## src/rtl/traffic_pkg.sv

```systemverilog
// traffic_pkg: shared encodings for the highway/country intersection blocks.
//   light_t : signal-head lamp code (RED/YELLOW/GREEN)
//   phase_t : scheduler state code, also exported as the debug phase output
package traffic_pkg;

    typedef enum logic [1:0] {
        RED    = 2'd0,
        YELLOW = 2'd1,
        GREEN  = 2'd2
    } light_t;

    typedef enum logic [2:0] {
        HWY_GREEN    = 3'd0,
        HWY_YELLOW   = 3'd1,
        HWY_CLEAR    = 3'd2,
        CNTRY_GREEN  = 3'd3,
        CNTRY_YELLOW = 3'd4,
        CNTRY_CLEAR  = 3'd5,
        WALK         = 3'd6
    } phase_t;

endpackage

```

## src/rtl/phase_timer.sv

```systemverilog
// phase_timer: saturating cycle counter for the current phase.
//   clk_i     : rising-edge clock
//   rst_i     : asynchronous active-high reset, count -> 0
//   restart_i : load 0 on this edge (asserted on every state entry)
//   count_o   : cycles elapsed in the current phase, sticks at all-ones
module phase_timer #(
    parameter int CNT_W = 4
) (
    input  logic             clk_i,
    input  logic             rst_i,
    input  logic             restart_i,
    output logic [CNT_W-1:0] count_o
);

    logic [CNT_W-1:0] count_q;
    logic [CNT_W-1:0] count_d;

    always_comb begin
        count_d = count_q;
        if (restart_i) begin
            count_d = '0;
        end else if (count_q != {CNT_W{1'b1}}) begin
            count_d = count_q + 1'b1;
        end
    end

    always_ff @(posedge clk_i or posedge rst_i) begin
        if (rst_i) begin
            count_q <= '0;
        end else begin
            count_q <= count_d;
        end
    end

    assign count_o = count_q;

endmodule

```

## src/rtl/traffic_phase_scheduler.sv

```systemverilog
// traffic_phase_scheduler: timed Moore sequencer for both signal heads.
//   clk     : rising-edge clock
//   clear   : asynchronous active-high reset
//   x       : country-road car sensor (level)
//   ped_req : pedestrian request, latched until the walk phase is entered
//   emg     : emergency pre-empt, forces highway priority
//   hwy     : highway head lamp code
//   cntry   : country head lamp code
//   walk    : pedestrian walk lamp
//   phase   : current state code (debug)
module traffic_phase_scheduler
    import traffic_pkg::*;
#(
    parameter int CNT_W           = 4,
    parameter int MIN_HWY_GREEN   = 8,
    parameter int YELLOW_T        = 3,
    parameter int ALLRED_T        = 2,
    parameter int MAX_CNTRY_GREEN = 10,
    parameter int WALK_T          = 6
) (
    input  logic       clk,
    input  logic       clear,
    input  logic       x,
    input  logic       ped_req,
    input  logic       emg,
    output logic [1:0] hwy,
    output logic [1:0] cntry,
    output logic       walk,
    output logic [2:0] phase
);

    // Last timer value of each phase: a phase of length T exits at timer==T-1.
    localparam logic [CNT_W-1:0] HWY_G_LAST   = CNT_W'(MIN_HWY_GREEN - 1);
    localparam logic [CNT_W-1:0] YELLOW_LAST  = CNT_W'(YELLOW_T - 1);
    localparam logic [CNT_W-1:0] ALLRED_LAST  = CNT_W'(ALLRED_T - 1);
    localparam logic [CNT_W-1:0] CNTRY_G_LAST = CNT_W'(MAX_CNTRY_GREEN - 1);
    localparam logic [CNT_W-1:0] WALK_LAST    = CNT_W'(WALK_T - 1);

    phase_t           state_q, state_d;
    logic             ped_q, ped_d;
    logic [CNT_W-1:0] timer;
    logic             restart;

    // Any change of state restarts the phase timer on the same edge.
    assign restart = (state_d != state_q);

    phase_timer #(.CNT_W(CNT_W)) u_timer (
        .clk_i     (clk),
        .rst_i     (clear),
        .restart_i (restart),
        .count_o   (timer)
    );

    always_comb begin
        state_d = state_q;
        case (state_q)
            HWY_GREEN: begin
                // timer may sit saturated here while waiting for demand
                if (timer >= HWY_G_LAST && (x || ped_q) && !emg)
                    state_d = HWY_YELLOW;
            end
            HWY_YELLOW: begin
                if (timer == YELLOW_LAST) state_d = HWY_CLEAR;
            end
            HWY_CLEAR: begin
                if (timer == ALLRED_LAST) begin
                    if (emg)        state_d = HWY_GREEN;
                    else if (x)     state_d = CNTRY_GREEN;
                    else if (ped_q) state_d = WALK;
                    else            state_d = HWY_GREEN;
                end
            end
            CNTRY_GREEN: begin
                if (!x || emg || timer == CNTRY_G_LAST) state_d = CNTRY_YELLOW;
            end
            CNTRY_YELLOW: begin
                if (timer == YELLOW_LAST) state_d = CNTRY_CLEAR;
            end
            CNTRY_CLEAR: begin
                if (timer == ALLRED_LAST)
                    state_d = (ped_q && !emg) ? WALK : HWY_GREEN;
            end
            WALK: begin
                if (timer == WALK_LAST) state_d = HWY_GREEN;
            end
            default: state_d = HWY_GREEN;
        endcase
    end

    // Entering WALK consumes the request; that clear beats a coincident new request.
    always_comb begin
        ped_d = ped_q;
        if (state_d == WALK && state_q != WALK) begin
            ped_d = 1'b0;
        end else if (ped_req && state_q != WALK) begin
            ped_d = 1'b1;
        end
    end

    always_ff @(posedge clk or posedge clear) begin
        if (clear) begin
            state_q <= HWY_GREEN;
            ped_q   <= 1'b0;
        end else begin
            state_q <= state_d;
            ped_q   <= ped_d;
        end
    end

    always_comb begin
        hwy   = RED;
        cntry = RED;
        walk  = 1'b0;
        case (state_q)
            HWY_GREEN:    hwy   = GREEN;
            HWY_YELLOW:   hwy   = YELLOW;
            CNTRY_GREEN:  cntry = GREEN;
            CNTRY_YELLOW: cntry = YELLOW;
            WALK:         walk  = 1'b1;
            default:      ;
        endcase
    end

    assign phase = state_q;

endmodule
```

## config.mk

```make
export PLATFORM = sky130hd
export DESIGN_NAME = traffic_phase_scheduler
export DESIGN_NICKNAME = d
export VERILOG_FILES = /design/src/rtl/traffic_pkg.sv /design/src/rtl/phase_timer.sv /design/src/rtl/traffic_phase_scheduler.sv
export SDC_FILE = /design/constraint.sdc
export NUM_CORES = 1
export LEC_CHECK = 0
export CORE_MARGIN = 1
export CORE_UTILIZATION = 45
export DETAILED_ROUTE_END_ITERATION = 7
export PLACE_DENSITY_LB_ADDON = 0.1
export SLEW_MARGIN = 20
export SYNTH_ARGS = -nofsm -noshare
export SYNTH_HDL_FRONTEND = slang
export SYNTH_HIERARCHICAL = 1
export SYNTH_SLANG_ARGS = --single-unit
```

## constraint.sdc

```tcl
create_clock -name clk -period 2.8 [get_ports clk]
set_clock_uncertainty 0.2 [all_clocks]
set_input_delay 0.56 -clock clk [delete_from_list [all_inputs] [get_ports clk]]
set_output_delay 0.56 -clock clk [all_outputs]
set_load 0.02 [all_outputs]
```

==> ci_impl_report.md, run 1 <==
### Yosys + OpenROAD results

| Metric | Value |
|---|---|
| Clock Power Share | `under 10%` |
| Setup bufs post-CTS | `0` |
| Rel. slew slack | `between 70% and 80%` |
| Setup_tns | `0 ps` |
| Largest area contributor in the netlist | `dfrtp_1` |
| Syn nets | `between 80 and 90` |
| Area share, top type | `between 30% and 40%` |
| Yosys chip area | `651.9 sq um` |
| Combinational power share | `64.5%` |
| Mapped Cells | `about 80` |
| Dpl cells | `around 110` |
| Aggregate global routing overflow | `0` |
| Top cells, area | `dfrtp_1 (31%), nor3_1 (4.6%), a31oi_1 (3.8%), and4bb_2 (3.8%), nand2b_1 (3.8%)` |
| Grt met2 use | `between 40% and 50%` |
| Sequential share of power | `roughly a quarter` |
| Latency at later pin | `about 250 ps` |
| Antenna-violating nets left | `0` |
| Detail Placement HPWL | `between 1000 and 1500 um` |
| Commonest Layout Cell | `clkdlybuf4s50_1` |
| Comb gates | `a little over 60` |
| Cell Rows | `13` |
| Clk tree area frac | `2.659%` |
| Worst setup path class | `flop to primary output` |
| M3 GR Usage | `6.667%` |
| # setup viols final | `0` |
| Hold Crit Class | `input pin to asynchronous set/reset pin` |
| CTS Buffer Depth | `2` |
| Worst EP required | `2040 ps` |
| Fin Hold WS | `between 300 and 400 ps` |
| CTS root buf | `clkbuf_4` |
| Fmax | `approximately 380 MHz` |
| Non-clock buffer share | `between 20% and 30%` |
| CP Launch Type | `flop` |
| First-pass GRT wire length | `2615 um` |
| DR WL met2 | `836 um` |
| Via-per-instance ratio | `roughly 6.4` |
| Inverter count | `6` |
| Pwr dens | `1069 nW/um^2` |
| Clock buffers | `3` |
| GR Util All Layers | `between 20 and 30%` |
| Syn Area/Cell | `around 8.1 sq um` |
| Status | `completed` |
| DP Area | `824.5 sq um` |
| CTS Buf Count | `3` |
| Max VDD drop | `~0.00066 V` |
| Comb. cell area | `~410 sq um` |
| Met3 Wirelength | `roughly 60 um` |
| Largest net degree at the start of global routing | `14` |
[run 1: flip-flops by register name (all words and copies together), names as in the netlist]
| name | flops |
|---|---|
| phase | 3 |
| u_timer/count_o | 4 |
| ped_q | 1 |
[run 1: worst max path at each step]
| stage | cells after the start | to | slack [ps] | startpoint |
|---|---|---|---|---|
| after floorplan | 8 | u_timer/count_o[1] | 350 | phase[1] |
| after global placement | 8 | u_timer/count_o[3] | 150 | emg |
| after detailed placement | 8 | u_timer/count_o[1] | 90 | emg |
| after CTS | 5 | walk | 170 | phase[1] |
| after global routing | 7 | u_timer/count_o[1] | 60 | u_timer/count_o[2] |
| final | 5 | walk | 160 | phase[1] |
[run 1: power by group through the flow]
stage                     registers, mW  clock network, mW  logic [mW]
after floorplan                   0.227                  0       0.358
after global placement            0.234                  0       0.567
after detailed placement          0.236                  0       0.575
after CTS                         0.233             0.0885       0.580
after global routing              0.242             0.0952       0.632
final                             0.235             0.0857       0.584
[run 1: worst max-delay path: cells and delay by family, from the launching register on]
kind	cells	cell delay [ps]
buffers and inverters	3	830
flip-flops	1	530
AND/OR/NAND/NOR	2	280
[run 1: through the flow]
stage          power, mW  setup slack, ps  utilization (%)
5_1_grt           0.9688            57.72            64.29
3_5_place_dp      0.8108            92.40            62.58
3_3_place_gp      0.8009            149.5            62.58
2_1_floorplan     0.5856            346.8                -
6_report          0.9052            158.4            64.29
4_1_cts           0.9013            167.8            64.29
[run 1: kinds of logic (layout without fill, tap and decap cells)]
logic type      Yosys count  count (layout)  share of synthesized area, %
simple gates             37              37                         35.89
compound gates           23              23                         23.61
buf+inv                  10              28                         6.333
flops                     8               8                         30.71
fa+ha+maj                 1               1                         1.919
mux                       1               1                         1.536
run_1/sizing.png
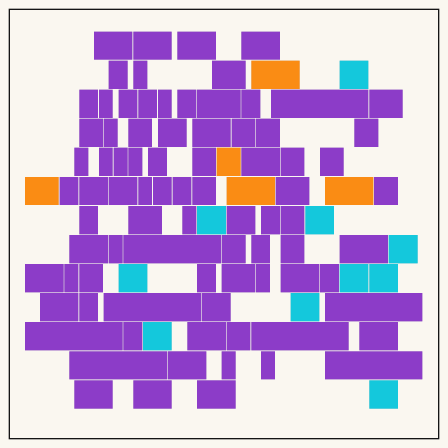
- x2: orange (cells 5; share 5.1%; most used and4bb_2)
- x1 and smaller: purple (cells 83; share 85%; most used clkdlybuf4s50_1)
- x3 and x4: cyan (cells 10; share 10%; most used buf_4)
Design Area, Final: 847.1 sq um
post-route setup slack: 158.4 ps
Signal buffers: 19

run_1/placed.png
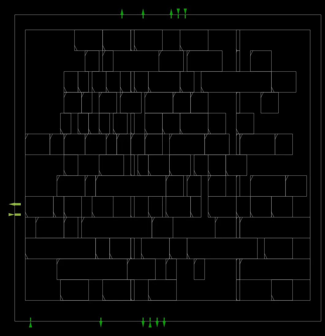
core footprint: 1318 sq um
flop count: 8
tap cells: 15
fillcell total: 112

run_1/closeup.png
Region (20, 20) to (40, 40) um. Cells in grey, sequential cells in the stronger grey; small squares are vias.
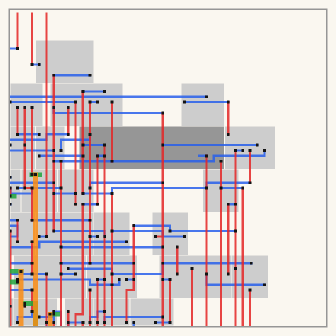
- M1: blue
- M3: green
- M4: orange
- M2: red
- sequential cells in the window: 1
- netlist names of flops here include: u_timer/count_o (1)
- cells with their middle in the window: 22

==> run 2: changes to the inputs <==
Settings changed: SETUP_SLACK_MARGIN from default to 0.3.
==> ci_impl_report.md, run 2 <==
### Yosys + OpenROAD results

| Metric | Value |
|---|---|
| Adder Share, Synth | `approximately 1.9%` |
| Critical Path Source | `x` |
| Synth mux share | `1.536%` |
| Via-per-instance ratio | `~6.5` |
| Aggregate global routing overflow | `0` |
| Status | `completed` |
| GR Util All Layers | `26.16%` |
| Cell Rows | `13` |
| Worst setup path class | `input pin to flop` |
| Tot Pwr | `just under 1 mW` |
| Largest net degree at the start of global routing | `14` |
| Syn nets | `between 80 and 90` |
| Hold Crit Class | `input pin to asynchronous set/reset pin` |
| First-pass GRT wire length | `2704 um` |
| Core footprint | `around 1300 sq um` |
| Flip-flop count of the largest register after layout | `4` |
| Antenna-violating nets left | `0` |
| CTS Buf Count | `3` |
| Worst Setup EP | `u_timer/count_o[3]` |
| Setup bufs post-CTS | `1` |
| Max VDD drop | `0.0007006 V` |
| Setup_tns | `0 ps` |
| CP Launch Type | `input pin` |
| Synth Area in Simple Gates | `35.89%` |
| Area share, top type | `between 30 and 40%` |
==> run 2: worst min-delay path by stage <==
stage / startpoint / to / cells after the start
3_5_place_dp: ped_q / ped_q / 2
5_1_grt: clear / u_timer/count_o[0] / 2
3_3_place_gp: ped_q / ped_q / 2
6_report: clear / u_timer/count_o[0] / 2
2_1_floorplan: clear / ped_q / 1
4_1_cts: clear / ped_q / 2
==> run 2: routing by layer <==
layer	global-route usage [%]	part of all wire [%]	vias to the layer above
met5	0	0	-
met4	7.759	2.0	0
met3	6.667	5.9	6
met2	44.76	51	35
met1	31.76	41	360
li1	-	-	344
==> run 2: critical path, cell delays in order <==
cell	delay, ps
clkdlybuf4s50_1	480
o22ai_1	160
nor4b_1	80
a211oi_1	340
a21boi_0	320
o211ai_1	170
buf_4	180
buf_4	130
a211oi_2	150
==> run 2: where the power goes <==
part | internal [mW] | leakage (nW) | total [mW] | switching (mW)
sequential | 0.163 | 0.0981 | 0.237 | 0.0740
combinational | 0.305 | 0.314 | 0.644 | 0.339
clock | 0.0490 | 0.0138 | 0.0872 | 0.0382
total | 0.517 | 0.426 | 0.968 | 0.451
==> run 2: per-stage QoR <==
step / setup slack [ps] / instance area, sq um / instances / hold WS, ps
floorplan: 346.8 / 651.9 / 80 / 126.1
global placement: 149.5 / 824.5 / 110 / 407.6
detailed placement: 92.40 / 824.5 / 110 / 416.0
CTS: 293.4 / 862.1 / 114 / 326.0
global route: 85.72 / 885.9 / 115 / 360.9
finish: 208.2 / 885.9 / 115 / 317.4
==> run 2: final cells by class <==
cell class	instances	area (sq um)
multi-input combinational	62	420.4
inverter	6	22.52
sequential	8	203.9
fill	110	431.7
tap	15	18.77
timing repair buffer	21	197.7
clock buffer	3	22.52
run_2/util_map.png
8 x 8 tiles, from white (low) to dark blue (high), 0 to 100% covered.
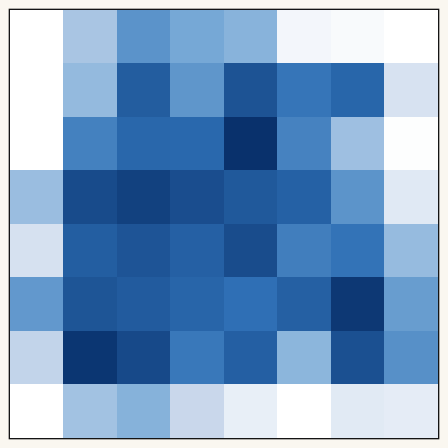
- nearly empty tiles: 11%
- densest ninth of the die: centre
- mean over tiles: 54%
floorplan core density: 49.48%
final core utilization: 67.24%

==> run 3: changes to the inputs <==
Settings changed: CAP_MARGIN from default to 20.
==> ci_impl_report.md, run 3 <==
### Yosys + OpenROAD results

| Metric | Value |
|---|---|
| Antenna-violating nets left | `0` |
| Crit-path max cell delay | `roughly 480 ps` |
| Detail Placement HPWL | `roughly 1300 um` |
| Via-per-instance ratio | `~6.5` |
| CTS root buf | `clkbuf_4` |
| Crit-path slowest cell | `clkdlybuf4s50_1` |
| CP Launch Type | `input pin` |
| Worst path cell trace | `clkdlybuf4s50_1 > o22ai_1 > nor4b_1 > a211oi_1 > a21boi_0 > o211ai_1 > buf_4 > buf_4 > a211oi_2` |
| # setup viols final | `0` |
| Top cells, area | `dfrtp_1 (31%), nor3_1 (4.6%), a31oi_1 (3.8%), and4bb_2 (3.8%), nand2b_1 (3.8%)` |
| Tot Pwr | `0.9684 mW` |
| Dominant comb cell | `simple AND/OR/NAND/NOR gates` |
| CTS Buf Count | `3` |
| Worst reg2reg path depth | `8` |
| GR Util All Layers | `a little over a quarter` |
| Hold Crit Class | `input pin to asynchronous set/reset pin` |
| Commonest cells post-synth | `dfrtp_1 (8), inv_1 (6), nor3_1 (6)` |
| Post-synthesis compound-gate area fraction | `between 20% and 30%` |
| Synth mux share | `1.536%` |
| Largest net degree at the start of global routing | `14` |
| Area share, top type | `just over 30%` |
| Fmax | `around 390 MHz` |
| Synth Area in XOR/XNOR | `0%` |
| Cell Rows | `13` |
| Pwr dens | `1093 nW/um^2` |
| Syn Area/Cell | `around 8.1 sq um` |
| Pleak | `~0.43 nW` |
| Syn nets | `roughly 86` |
| CP arrival | `2560 ps` |
| Synth Area in Simple Gates | `a little over a third` |
| Status | `completed` |
| Core footprint | `1318 sq um` |
| Mapped Cells | `around 80` |
| Rel. slew slack | `about two thirds` |
| Aggregate global routing overflow | `0` |
| Commonest Layout Cell | `buf_4` |
| Worst setup path class | `input pin to flop` |
| Setup_tns | `0 ps` |
| Flip-flop count of the largest register after layout | `4` |
| Floorplan core density | `between 40 and 50%` |
| Worst EP required | `about 2800 ps` |
| Cell mode on critical path | `buf_4` |
| Yosys chip area | `between 600 and 700 sq um` |
| FF-to-FF End | `u_timer/count_o[1]` |
## run 3: metal layers
metal / routed length, um / global-route usage [%]
met3: 111 / 6.667
met2: 959 / 44.76
met4: 38 / 7.759
met1: 785 / 31.76
met5: 0 / 0
## run 3: cell type report
cell class / count / area [sq um]
sequential: 8 / 203.9
clock buffer: 3 / 22.52
multi-input combinational: 62 / 420.4
timing repair buffer: 21 / 197.7
fill: 110 / 431.7
tap: 15 / 18.77
inverter: 6 / 22.52
## run 3: critical path: cells and delay by family
| kind | cells | cell delay (ps) |
|---|---|---|
| AND-OR/OR-AND | 5 | 1140 |
| buffers and inverters | 3 | 790 |
| AND/OR/NAND/NOR | 1 | 80 |
## run 3: how the worst max path moves through the flow
stage / from / to / slack (ps) / cells after the start
CTS: phase[1] / walk / 290 / 5
floorplan: phase[1] / u_timer/count_o[1] / 350 / 8
global route: emg / u_timer/count_o[1] / 90 / 9
detailed placement: emg / u_timer/count_o[1] / 90 / 8
global placement: emg / u_timer/count_o[3] / 150 / 8
finish: x / u_timer/count_o[3] / 210 / 9
## run 3: what timing repair did
item,CTS,global route
pin swaps,1,1
resized,4,6
setup endpoints to repair,6,7
buffers inserted,1,1
## run 3: metrics by stage
step                hold WS, ps  instance area, sq um  instances  utilization (%)  setup slack (ps)
floorplan                 126.1                 651.9         80                -             346.8
CTS                       326.0                 862.1        114            65.43             293.4
global placement          407.6                 824.5        110            62.58             149.5
finish                    317.4                 885.9        115            67.24             208.2
detailed placement        416.0                 824.5        110            62.58             92.40
global route              360.9                 885.9        115            67.24             85.72
## run 3: power by group
group / internal, mW / switching (mW)
clock network: 0.0490 / 0.0382
logic: 0.305 / 0.339
registers: 0.163 / 0.0740
run_3/pinout.png
Bar = 10 um. Pins as bars across the die edge, other pins in grey.
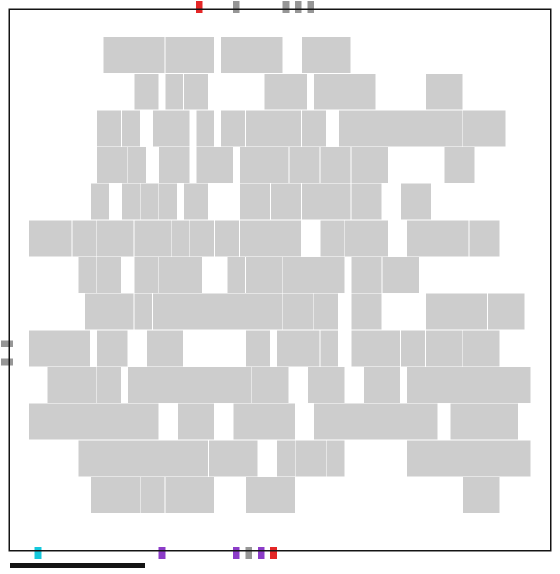
- clk: cyan (pins 1; direction input; edge bottom)
- hwy: red (pins 2; direction output; edge 1 top, 1 bottom)
- phase: purple (pins 3; direction output; edge bottom)
Die W: 40.06 um
Die H: 40.06 um

Power and IR drop assume default switching activity.
